File: config.mk
export PLATFORM = sky130hd
export DESIGN_NAME = cam_rgb565_capture_flat
export DESIGN_NICKNAME = d
export VERILOG_FILES = /design/src/rtl/cam_rgb565_capture_if.sv /design/src/rtl/cam_rgb565_capture.sv /design/src/flat_wrapper.sv
export SDC_FILE = /design/constraint.sdc
export NUM_CORES = 1
export LEC_CHECK = 0
export CAP_MARGIN = 5
export CORE_UTILIZATION = 51
export CTS_CLUSTER_DIAMETER = 100
export CTS_CLUSTER_SIZE = 16
export DETAILED_ROUTE_END_ITERATION = 12
export HOLD_SLACK_MARGIN = 0.08
export PLACE_DENSITY_LB_ADDON = 0.3
export SLEW_MARGIN = 20
export SYNTH_ARGS = -nofsm -noshare
export SYNTH_HDL_FRONTEND = slang
export SYNTH_SLANG_ARGS = --single-unit
File: constraint.sdc
create_clock -name clk -period 3.3 [get_ports clk]
set_clock_uncertainty 0.1 [all_clocks]
set_input_delay 0.495 -clock clk [delete_from_list [all_inputs] [get_ports clk]]
set_output_delay 0.495 -clock clk [all_outputs]
set_load 0.02 [all_outputs]
File: src/rtl/cam_rgb565_capture_if.sv
// Write port from the camera capture stage into the dual-port frame buffer.
interface cam_rgb565_capture_if #(
    parameter int AW = 15,
    parameter int DW = 8
) ();
    logic [AW-1:0] mem_px_addr;
    logic [DW-1:0] mem_px_data;
    logic          px_wr;

    modport master (output mem_px_addr, output mem_px_data, output px_wr);
    modport slave  (input  mem_px_addr, input  mem_px_data, input  px_wr);
endinterface

File: src/rtl/cam_rgb565_capture.sv
// OV7670-style RGB565 byte-stream capture: packs each pixel to RGB332 and
// writes one 160x120 frame into the buffer, saturating at MAX_PIX pixels.
module cam_rgb565_capture #(
    parameter int AW      = 15,
    parameter int DW      = 8,
    parameter int MAX_PIX = 19200
) (
    input  logic                 clk,
    input  logic                 rst_n,
    input  logic                 capture_en,
    input  logic                 vsync,
    input  logic                 href,
    input  logic [7:0]           px_data,
    cam_rgb565_capture_if.master wr,
    output logic                 frame_done,
    output logic                 overflow,
    output logic [AW-1:0]        pix_count
);
    typedef enum logic [1:0] {
        ST_IDLE     = 2'd0,
        ST_WAIT_SOF = 2'd1,
        ST_BYTE1    = 2'd2,
        ST_BYTE2    = 2'd3
    } state_t;

    localparam logic [AW-1:0] MAX_CNT = AW'(MAX_PIX);
    localparam logic [AW-1:0] CNT_ONE = {{(AW-1){1'b0}}, 1'b1};

    state_t        state_r;
    logic          prev_vsync_r;
    logic [5:0]    hi_r;       // only the R5 top bits and G6 top bits are kept
    logic [AW-1:0] count_r;

    logic vsync_rise_s;
    logic vsync_fall_s;
    logic in_frame_s;

    // R3 G3 B2 from the kept high-byte bits and the top two blue bits.
    function automatic logic [7:0] pack_rgb332(input logic [5:0] rg, input logic [1:0] b);
        return {rg, b};
    endfunction

    assign vsync_rise_s = vsync & ~prev_vsync_r;
    assign vsync_fall_s = ~vsync & prev_vsync_r;
    assign in_frame_s   = (state_r == ST_BYTE1) || (state_r == ST_BYTE2);

    // Capture FSM, pixel counter and all registered outputs.
    always_ff @(posedge clk or negedge rst_n) begin
        if (!rst_n) begin
            state_r         <= ST_IDLE;
            prev_vsync_r    <= 1'b1;
            hi_r            <= 6'd0;
            count_r         <= {AW{1'b0}};
            wr.mem_px_addr  <= {AW{1'b0}};
            wr.mem_px_data  <= {DW{1'b0}};
            wr.px_wr        <= 1'b0;
            frame_done      <= 1'b0;
            overflow        <= 1'b0;
            pix_count       <= {AW{1'b0}};
        end else begin
            prev_vsync_r <= vsync;
            wr.px_wr     <= 1'b0;
            frame_done   <= 1'b0;
            if (in_frame_s && vsync_rise_s) begin
                // End of frame wins over any byte sampled this cycle.
                frame_done <= 1'b1;
                pix_count  <= count_r;
                state_r    <= capture_en ? ST_WAIT_SOF : ST_IDLE;
            end else begin
                case (state_r)
                    ST_IDLE: begin
                        if (capture_en && vsync) begin
                            state_r <= ST_WAIT_SOF;
                        end
                    end
                    ST_WAIT_SOF: begin
                        if (vsync_fall_s) begin
                            count_r  <= {AW{1'b0}};
                            overflow <= 1'b0;
                            state_r  <= ST_BYTE1;
                        end
                    end
                    ST_BYTE1: begin
                        if (href) begin
                            hi_r    <= {px_data[7:5], px_data[2:0]};
                            state_r <= ST_BYTE2;
                        end
                    end
                    ST_BYTE2: begin
                        state_r <= ST_BYTE1;
                        if (href) begin
                            if (count_r == MAX_CNT) begin
                                overflow <= 1'b1;
                            end else begin
                                wr.px_wr       <= 1'b1;
                                wr.mem_px_addr <= count_r;
                                wr.mem_px_data <= DW'(pack_rgb332(hi_r, px_data[4:3]));
                                count_r        <= count_r + CNT_ONE;
                            end
                        end
                    end
                    default: begin
                        state_r <= ST_IDLE;
                    end
                endcase
            end
        end
    end
endmodule

File: src/flat_wrapper.sv
// flat-port wrapper written by rule: the top's interface ports become plain ports
module cam_rgb565_capture_flat 
#(
    parameter int AW      = 15,
    parameter int DW      = 8,
    parameter int MAX_PIX = 19200
)
  (clk, rst_n, capture_en, vsync, href, px_data, frame_done, overflow, pix_count, wr_mem_px_addr, wr_mem_px_data, wr_px_wr);
  cam_rgb565_capture_if #(.AW(AW), .DW(DW)) wr_i ();
  input  logic clk;
  input  logic rst_n;
  input  logic capture_en;
  input  logic vsync;
  input  logic href;
  input  logic [7:0] px_data;
  output logic frame_done;
  output logic overflow;
  output logic [AW-1:0] pix_count;
  output wire logic [$bits(wr_i.mem_px_addr)-1:0] wr_mem_px_addr;
  output wire logic [$bits(wr_i.mem_px_data)-1:0] wr_mem_px_data;
  output wire logic [$bits(wr_i.px_wr)-1:0] wr_px_wr;
  assign wr_mem_px_addr = wr_i.mem_px_addr;
  assign wr_mem_px_data = wr_i.mem_px_data;
  assign wr_px_wr = wr_i.px_wr;
  cam_rgb565_capture #(.AW(AW), .DW(DW), .MAX_PIX(MAX_PIX)) u_core (.clk(clk), .rst_n(rst_n), .capture_en(capture_en), .vsync(vsync), .href(href), .px_data(px_data), .wr(wr_i), .frame_done(frame_done), .overflow(overflow), .pix_count(pix_count));
endmodule
Figure 1. Wiring heat map.
15 x 15 tiles, from white (low) to dark blue (high), scaled to the fullest tile. Values are wire area over tile area, all layers added.
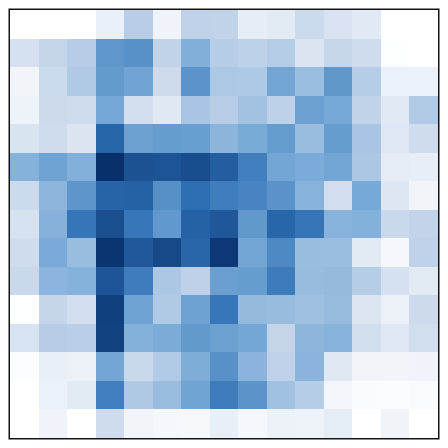
- fullest tile: 0.44
- mean over tiles: 0.16
- emptiest ninth of the die: bottom right
- tiles over half the peak: 31%
- densest ninth of the die: middle
- nearly empty tiles: 6.2%
GRT Overall Usage: 0.2291
Routed WL: 5.763 mm
wire per inst: 14.37 um
via count: 2119

==> results_dict.tcl <==
# yosys + openroad results
set metrics [dict create \
    p_comb_frac 0.280 \
    crit_path_end_kind "flop" \
    swShare 0.3183 \
    hold_class "input pin to asynchronous set/reset pin" \
    r2r_slack_ps 440 \
    worst_path_max_delay_cell "or4bb_1" \
    root_buffer "clkbuf_8" \
    synth_flops 65 \
    dieWidth_um 75.40 \
    worstPathMaxFanout 23 \
    r2r-start "u_core.count_r[0]" \
    coreArea_um2 5140 \
    intPower_mw 1.578 \
    cp_data_required_time_ps 3430 \
    top_power_group "sequential cells" \
    antenna_found_initial 0 \
    aoi_share 0.1084 \
    fillers 431 \
    yosys_cells 269 \
    tightestPinTransition_ps 673.2 \
    fmax_mhz 349.5 \
    rsz0062_at_grt "false" \
    hold_buffers 0 \
    crit_end "u_core.count_r[1]" \
    n_clock_buffer 13 \
    rows 26 \
    nets 341 \
    ys_sh_simple 0.1908 \
    met3_length_um 245 \
    fin_crit_ps 2861 \
    crit_path_start "u_core.count_r[0]" \
    max_cap_viol_count 0 \
    synth_warnings 0 \
    htree_num_levels 3 \
    inverters 11 \
    reg2reg_to "u_core.count_r[1]" \
    vdd_drop_max_v 0.0003508 \
    cts_tree "yes" \
    layout_setup_ws_ps 438.7 \
    hold_viol_final 0 \
    post_dp_cell_area_um2 3337 \
    power.total_mw 2.314 \
    route.met2.wl_mm 2.809 \
    fp.dieH_um 75.40 \
    slowest_delay_ps 540 \
    largest_class "flip-flops and latches" \
    mux_share 0.05738 \
    crit_type "flop to flop" \
    finalSetupTns_ps 0 \
    nWellTaps 70 \
    grt_max_degree 32 \
    yosysChipArea_um2 2748 \
    drtIter0Drc 149 \
    drc 0 \
    clk_path_buf_depth 2 \
    drv_slew 0 \
    dp_cells 385 \
    crit_family "simple AND/OR/NAND/NOR gates" \
    ys_sh_adder 0.009107 \
    grt_first_pass_wirelength_mm 9.363 \
    status "completed" \
    crit_chain "inv_1, ha_1, or4bb_1, nor4_4, or2_1, inv_2, a22o_1" \
    fp_util 0.5346 \
    seq_share 0.4636 \
    cts_setup_buffers 0 \
    ys_sh_xor 0 \
    drive_above_1_share 0.1178 \
    post_cts_resized 0 \
    reg2regPathDepth 7 \
    p_seq_frac 0.462 \
    portBuffers 53 \
    dieArea_um2 5685 \
    met1_usage 0.3034 \
    vias_per_cell 5.284 \
    synth_cells 269 \
    grt.busiest_layer "met2" \
    seqCellArea_um2 1628 \
    pg_seq_mw 1.07 \
    grt_pass1_vias 1944 \
    critPathBufInv 2 \
    diodes 0 \
    holdWs_ps 86.90 \
    dr.pass1.iters 4 \
    path_depth 7 \
    utilization 0.6831 \
    arrival_ps 2990 \
    clkTransAtPathRegs_ps 60 \
    num-multi-input-gates 181 \
    ys_seq_frac 0.5924 \
    io_pins 54 \
    layout.nonclk_buf_frac 0.1639 \
    fp_nets 284 \
    top_layer "met4" \
    stdcell_area_um2 3511 \
    grt_overflow 0 \
    final_cell_mix "74 x nand2_1, 64 x dfrtp_1, 52 x clkdlybuf4s50_1" \
    pwr.group.clock_mw 0.596 \
    post-route-period-util 0.8670 \
    relSlewSlack 0.5512 \
    synthTopLogicFamily "simple AND/OR/NAND/NOR gates" \
    flops 65 \
    power_frac_clock 0.257 \
    reg_top3 "u_core.count_r (15), u_core.pix_count (15), u_core.wr.mem_px_addr (15)" \
    pg_comb_mw 0.648 \
    preCtsSetupSlack_ps 469.4 \
    syn_area_um2 2748 \
    n_all_buffers 58 \
    synth_cell_types 36 \
    numCtsBuffers 9 \
    ant_nets 0 \
    cts.sinks 65 \
    clk_share 0.04954 \
    start_kind "flop" \
    met3_usage 0.04233 \
    p_leak_nw 1.611 \
    setup_viol 0 \
    clk_latency_ps 340 \
    syn2layout_area_growth_pct 27.78 \
    syn_avg_cell_area_um2 10.21 \
    power_density_nw_per_um2 659.2 \
    comb_area_um2 1005 \
    wirelength_met1_mm 2.608 \
    p_sw_mw 0.7365 \
    hpwl_mm 3.969 \
    use_met2 0.3591 \
    gp_congestion 0.8659 \
    warnings 27 \
]
Figure 2. Gate families picked out.
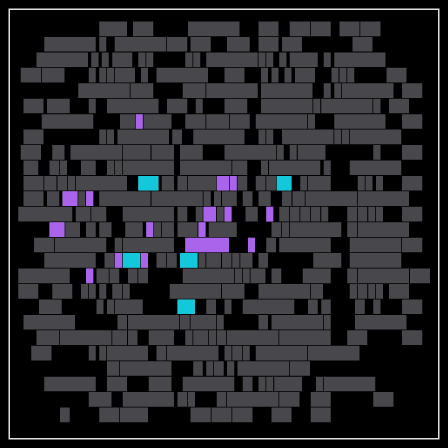
- cyan: non-inverting ao/oa cells (cells 5; where middle)
- purple: nor cells (cells 16)
most numerous logic cell after layout: nand2_1
combinational share of cell area: 0.2862
Post-Layout Cell Count: 401

## Yosys cell counts, drive strengths merged
cell,count,area (um2)
a2bb2oi,1,8.760
a21oi,5,25.02
or4,2,15.01
clkbuf,4,15.01
or3,3,18.77
inv,11,41.29
a21boi,1,7.510
a21o,1,7.510
o31a,1,8.760
or2,1,6.260
or4b,2,23.77
nor3b,2,15.01
nand2,74,277.8
a32o,1,10.01
nand3,7,35.03
nand4,2,12.51
o31ai,3,22.52
o21ai,33,165.2
buf,8,58.80
a31oi,4,25.02
mux2,14,157.7
nand2b,1,6.260
nor2,11,41.29
a211o,1,8.760
ha,2,25.02
dfrtp,64,1602
dfstp,1,26.28
nor4,3,33.78
a22o,1,8.760
nand3b,2,15.01
and2,2,12.51
or4bb,1,11.26
